power_grid.png
(4 px per µm) Pins as bars on the die edge.
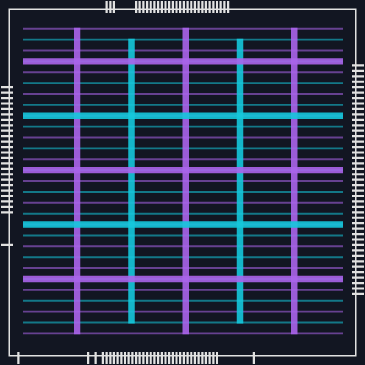
clk_routes.png
(3 px per µm)
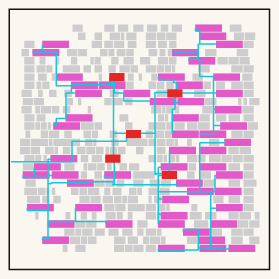
**src/rtl/ram_arb_pkg.sv**
```systemverilog
// Shared types and constants for the Gigatron RAM slot arbiter.
// Optional loader-halt support is enabled by defining RAM_ARB_LOADER_HALT_EN.
package ram_arb_pkg;

    typedef enum logic [1:0] {
        OWN_IDLE = 2'd0,
        OWN_CPU  = 2'd1,
        OWN_VID  = 2'd2,
        OWN_LD   = 2'd3
    } owner_e;

    localparam int AW_DEFAULT = 16;
    localparam int SLOT_CPU   = 0;

    // Request/grant bit positions inside the round-robin picker.
    localparam int RR_VID = 0;
    localparam int RR_LD  = 1;

endpackage

```
**src/rtl/ram_arb_rr.sv**
```systemverilog
// Two-way round-robin picker for the shared slots (bit 0 = video, bit 1 = loader).
// The pointer only flips when both sides contend in an advancing slot.
module ram_arb_rr
    import ram_arb_pkg::*;
(
    input  logic       clk,
    input  logic       rst_n,
    input  logic [1:0] req,
    input  logic       advance,
    output logic [1:0] grant,
    output logic       pointer
);

    logic ptr_q, ptr_d;

    always_comb begin
        grant = 2'b00;
        ptr_d = ptr_q;
        if (advance) begin
            if (&req) begin
                grant[ptr_q] = 1'b1;
                ptr_d        = ~ptr_q;
            end else begin
                grant = req;
            end
        end
    end

    always_ff @(posedge clk or negedge rst_n) begin
        if (!rst_n) ptr_q <= 1'(RR_VID);
        else        ptr_q <= ptr_d;
    end

    assign pointer = ptr_q;

endmodule

```
**src/rtl/ram_slot_arbiter.sv**
```systemverilog
// Pixel-clock time-slot scheduler for the single-port RAM: slot 0 belongs to the CPU,
// remaining slots are shared by video and loader. Define RAM_ARB_LOADER_HALT_EN for loader halt.
module ram_slot_arbiter
    import ram_arb_pkg::*;
#(
    parameter int AW    = AW_DEFAULT,
    parameter int SLOTS = 4
) (
    input  logic          CLK,
    input  logic          RST,
    output logic          CORE_CE,
    input  logic [AW-1:0] CPU_A,
    input  logic [7:0]    CPU_WD,
    input  logic          CPU_WE,
    output logic [7:0]    CPU_RD,
    input  logic          VID_REQ,
    input  logic [AW-1:0] VID_A,
    output logic          VID_GNT,
    output logic          VID_RVALID,
    output logic [7:0]    VID_RD,
    input  logic          LD_REQ,
    input  logic [AW-1:0] LD_A,
    input  logic [7:0]    LD_WD,
    input  logic          LD_WE,
    input  logic          LD_HALT,
    output logic          LD_GNT,
    output logic          LD_RVALID,
    output logic [7:0]    LD_RD,
    output logic [AW-1:0] MEM_A,
    output logic [7:0]    MEM_WD,
    output logic          MEM_WE,
    input  logic [7:0]    MEM_RD
);

    localparam int            CW   = $clog2(SLOTS);
    localparam logic [CW-1:0] LAST = CW'(SLOTS - 1);

    logic [CW-1:0] cnt_q, cnt_d;
    logic          live_q;
    logic          core_ce_q, core_ce_d;
    logic [AW-1:0] mem_a_q;
    logic [7:0]    mem_wd_q;
    owner_e        sel, own_q, own_d;
    logic [7:0]    cpu_rd_q, cpu_rd_d;
    logic [7:0]    vid_rd_q, vid_rd_d;
    logic [7:0]    ld_rd_q, ld_rd_d;
    logic          halt, cpu_slot, shared;
    logic [1:0]    rr_grant;
    logic          unused_rr_ptr;

`ifdef RAM_ARB_LOADER_HALT_EN
    assign halt = LD_HALT;
`else
    logic unused_ld_halt;
    assign unused_ld_halt = LD_HALT;
    assign halt           = 1'b0;
`endif

    // live_q keeps the combinational MEM_* path quiet while reset is held
    // and in the first cycle after release.
    assign cpu_slot = live_q && (cnt_q == CW'(SLOT_CPU)) && !halt;
    assign shared   = live_q && !cpu_slot;

    ram_arb_rr u_rr (
        .clk     (CLK),
        .rst_n   (RST),
        .req     ({LD_REQ, VID_REQ}),
        .advance (shared),
        .grant   (rr_grant),
        .pointer (unused_rr_ptr)
    );

    always_comb begin
        sel = OWN_IDLE;
        if (cpu_slot)              sel = OWN_CPU;
        else if (rr_grant[RR_VID]) sel = OWN_VID;
        else if (rr_grant[RR_LD])  sel = OWN_LD;
    end

    // Idle slots keep MEM_A/MEM_WD at their last value.
    always_comb begin
        MEM_A  = mem_a_q;
        MEM_WD = mem_wd_q;
        MEM_WE = 1'b0;
        case (sel)
            OWN_CPU: begin
                MEM_A  = CPU_A;
                MEM_WD = CPU_WD;
                MEM_WE = CPU_WE;
            end
            OWN_VID: MEM_A = VID_A;
            OWN_LD: begin
                MEM_A  = LD_A;
                MEM_WD = LD_WD;
                MEM_WE = LD_WE;
            end
            default: ;
        endcase
    end

    // Owner tag follows the access by one cycle, lining up with MEM_RD; writes tag as idle.
    always_comb begin
        own_d = OWN_IDLE;
        if ((sel == OWN_VID) ||
            ((sel == OWN_CPU) && !CPU_WE) ||
            ((sel == OWN_LD) && !LD_WE))
            own_d = sel;
    end

    always_comb begin
        cnt_d     = (cnt_q == LAST) ? '0 : cnt_q + 1'b1;
        core_ce_d = (cnt_d == LAST) && !halt;
        cpu_rd_d  = (own_q == OWN_CPU) ? MEM_RD : cpu_rd_q;
        vid_rd_d  = (own_q == OWN_VID) ? MEM_RD : vid_rd_q;
        ld_rd_d   = (own_q == OWN_LD)  ? MEM_RD : ld_rd_q;
    end

    always_ff @(posedge CLK or negedge RST) begin
        if (!RST) begin
            cnt_q     <= '0;
            live_q    <= 1'b0;
            core_ce_q <= 1'b0;
            mem_a_q   <= '0;
            mem_wd_q  <= '0;
            own_q     <= OWN_IDLE;
            cpu_rd_q  <= '0;
            vid_rd_q  <= '0;
            ld_rd_q   <= '0;
        end else begin
            cnt_q     <= cnt_d;
            live_q    <= 1'b1;
            core_ce_q <= core_ce_d;
            mem_a_q   <= MEM_A;
            mem_wd_q  <= MEM_WD;
            own_q     <= own_d;
            cpu_rd_q  <= cpu_rd_d;
            vid_rd_q  <= vid_rd_d;
            ld_rd_q   <= ld_rd_d;
        end
    end

    // A late LD_HALT still kills an already-registered pulse.
    assign CORE_CE    = core_ce_q && !halt;
    assign CPU_RD     = cpu_rd_q;
    assign VID_GNT    = (sel == OWN_VID);
    assign LD_GNT     = (sel == OWN_LD);
    assign VID_RVALID = (own_q == OWN_VID);
    assign LD_RVALID  = (own_q == OWN_LD);
    assign VID_RD     = vid_rd_d;
    assign LD_RD      = ld_rd_d;

endmodule
```
**config.mk**
```make
export PLATFORM = sky130hd
export DESIGN_NAME = ram_slot_arbiter
export DESIGN_NICKNAME = d
export VERILOG_FILES = /design/src/rtl/ram_arb_pkg.sv /design/src/rtl/ram_arb_rr.sv /design/src/rtl/ram_slot_arbiter.sv
export SDC_FILE = /design/constraint.sdc
export NUM_CORES = 1
export LEC_CHECK = 0
export ABC_CLOCK_PERIOD_IN_PS = 2350
export CORE_MARGIN = 3
export CORE_UTILIZATION = 39
export DETAILED_ROUTE_END_ITERATION = 7
export PLACE_DENSITY = 0.78
export SYNTH_ARGS = -nofsm -noshare
export SYNTH_HDL_FRONTEND = slang
export SYNTH_SLANG_ARGS = --single-unit
```
**constraint.sdc**
```tcl
create_clock -name CLK -period 2.35 [get_ports CLK]
set_clock_uncertainty 0.15 [all_clocks]
set_input_delay 0.235 -clock CLK [delete_from_list [all_inputs] [get_ports CLK]]
set_output_delay 0.235 -clock CLK [all_outputs]
set_load 0.02 [all_outputs]
```
==> CHANGELOG.md <==
## Flow update

- Total setup buffers inserted after CTS: 1
- Share of layout cells above drive strength 1: roughly 25%
- Stage-log warning count: 30
- Htree depth: 2
- Leak pwr: approximately 1.8 nW
- End of the worst register-to-register path: mem_wd_q[4]
- Max clock buf depth: 2
- Antenna violations before repair: 0
- # fillers: slightly below 500
- Late-Pin Clk Latency: a little over 0.3 ns
- Largest cells by area after synthesis: dfrtp_1 55%, mux2_1 7.2%, a32oi_1 5.6%
- WL/cell: 16.9 µm
- Outcome: finished clean
- Setup violators final: 0
- Pre-CTS setup slack: -0.316 ns
- R2R depth: 6
- Mapped cell area: about 2500 µm²
- Placed Cells incl. Taps: around 430
- DR vias: 2,330
- Type of element launching the critical path: flip-flop
- Gate Count Post-Synth: around 210
- Design area: roughly 4200 µm²
- GP Congestion: between 0.7 and 0.8
- Post-layout period usage: 98.2%
- HPWL after DPL: approximately 5700 µm
Back to the opening pictures, power_grid.png:
[purple] VSS
[cyan] VDD
met4 straps: 5
met5 straps: 5
signal pins: 133
met1 rails: 29
rows: 28
Peak VDD IR: 0.401 mV
die height: 86.3 µm
Placeable Area: 6100 µm²
Die W: 86.3 µm

Back to the opening pictures, clk_routes.png:
[magenta] flip-flops | count: 55
[cyan] clock wires | length: 594 µm
[red] clock drivers | count: 5
flops lie: spread over the die
routed clock nets: 6

-- placed cells by master (no fill, tap or decap), types with 2 or more instances in the layout --
cell type	instances
o211ai_1	14
a221o_1	7
buf_12	2
clkdlybuf4s50_1	101
a31oi_1	15
nand2b_1	3
and3_1	7
inv_2	3
buf_4	48
and3b_2	2
nand3_1	6
a32oi_1	13
a32oi_2	3
clkbuf_8	5
nor2_1	20
buf_6	2
ha_1	2
buf_2	9
mux2_2	8
inv_1	2
dlygate4sd2_1	3
nand2_1	4
dfrtp_1	55
mux2_1	16
-- cell type report --
| type | count | area (µm²) | share of cell area (%) |
|---|---|---|---|
| clock buffers | 5 | 68.8 | 1.64 |
| clock inverters | 3 | 22.5 | 0.536 |
| multi-input cells | 135 | 1090 | 25.9 |
| repair buffers | 168 | 1530 | 36.5 |
| flip-flops and latches | 55 | 1380 | 32.8 |
| well taps | 75 | 93.8 | 2.23 |
| inverters | 5 | 18.8 | 0.447 |
-- how the worst max path moves through the flow --
| stage | to | slack, ns | cells past startpoint | from |
|---|---|---|---|---|
| 2_1_floorplan | MEM_A[12] | 0.26 | 6 | cnt_q[0] |
| 3_3_place_gp | MEM_A[9] | -0.24 | 6 | LD_REQ |
| 6_report | MEM_WD[4] | 0.04 | 6 | cnt_q[1] |
| 3_5_place_dp | MEM_A[13] | -0.32 | 6 | LD_REQ |
| 5_1_grt | MEM_A[13] | -0.04 | 7 | cnt_q[0] |
| 4_1_cts | MEM_A[0] | 0.005 | 7 | cnt_q[1] |
-- per-stage QoR --
| step | utilization, % | hold slack, ns | TNS, ns | total power, mW |
|---|---|---|---|---|
| after global routing | 68.9 | 0.326 | -0.223 | 2.97 |
| after floorplan | - | -0.211 | 0 | 1.71 |
| after global placement | 66.2 | 0.0985 | -5.29 | 2.28 |
| after CTS | 66.6 | 0.290 | 0 | 2.78 |
| after detailed placement | 66.2 | 0.104 | -6.21 | 2.31 |
| final | 68.9 | 0.281 | 0 | 2.82 |
-- cells by family (layout without fill, tap and decap cells) --
kind of cell,Yosys count,count (layout),share of synthesized area (%)
buffers and inverters,23,181,4.43
AOI/OAI and AO/OA,58,58,18.5
and+or+nand+nor,48,48,9.56
DFF,55,55,54.8
muxes,24,24,10.8
adders and majority gates,3,3,1.49
other,1,1,0.149
xor gates and xnor gates,1,1,0.348
-- per-layer routing --
layer / global-route usage, % / wire (µm)
met5: 0 / 0
met2: 36.3 / 3810
met4: 3.82 / 60
met1: 24.9 / 3200
met3: 3.42 / 473
-- critical path: stages (launching register included) --
cell     delay (ns)
dfrtp_1        0.41
inv_2          0.08
ha_4           0.17
and3b_2        0.25
and2_4         0.20
a221o_1        0.36
buf_6          0.14
-- flip-flops by register name, indices dropped and copies added, names as in the netlist --
name,cells
live_q,1
cnt_q,2
mem_wd_q,8
u_rr.pointer,1
own_q,2
ld_rd_q,8
CPU_RD,8
CORE_CE,1
mem_a_q,16
vid_rd_q,8
-- power by group --
group	leakage, nW	internal, mW	switching [mW]
clock network	0.0485	0.214	0.317
logic	1.13	0.571	0.550
registers	0.644	1.11	0.0620
total	1.82	1.90	0.929
Power and IR drop assume default switching activity.
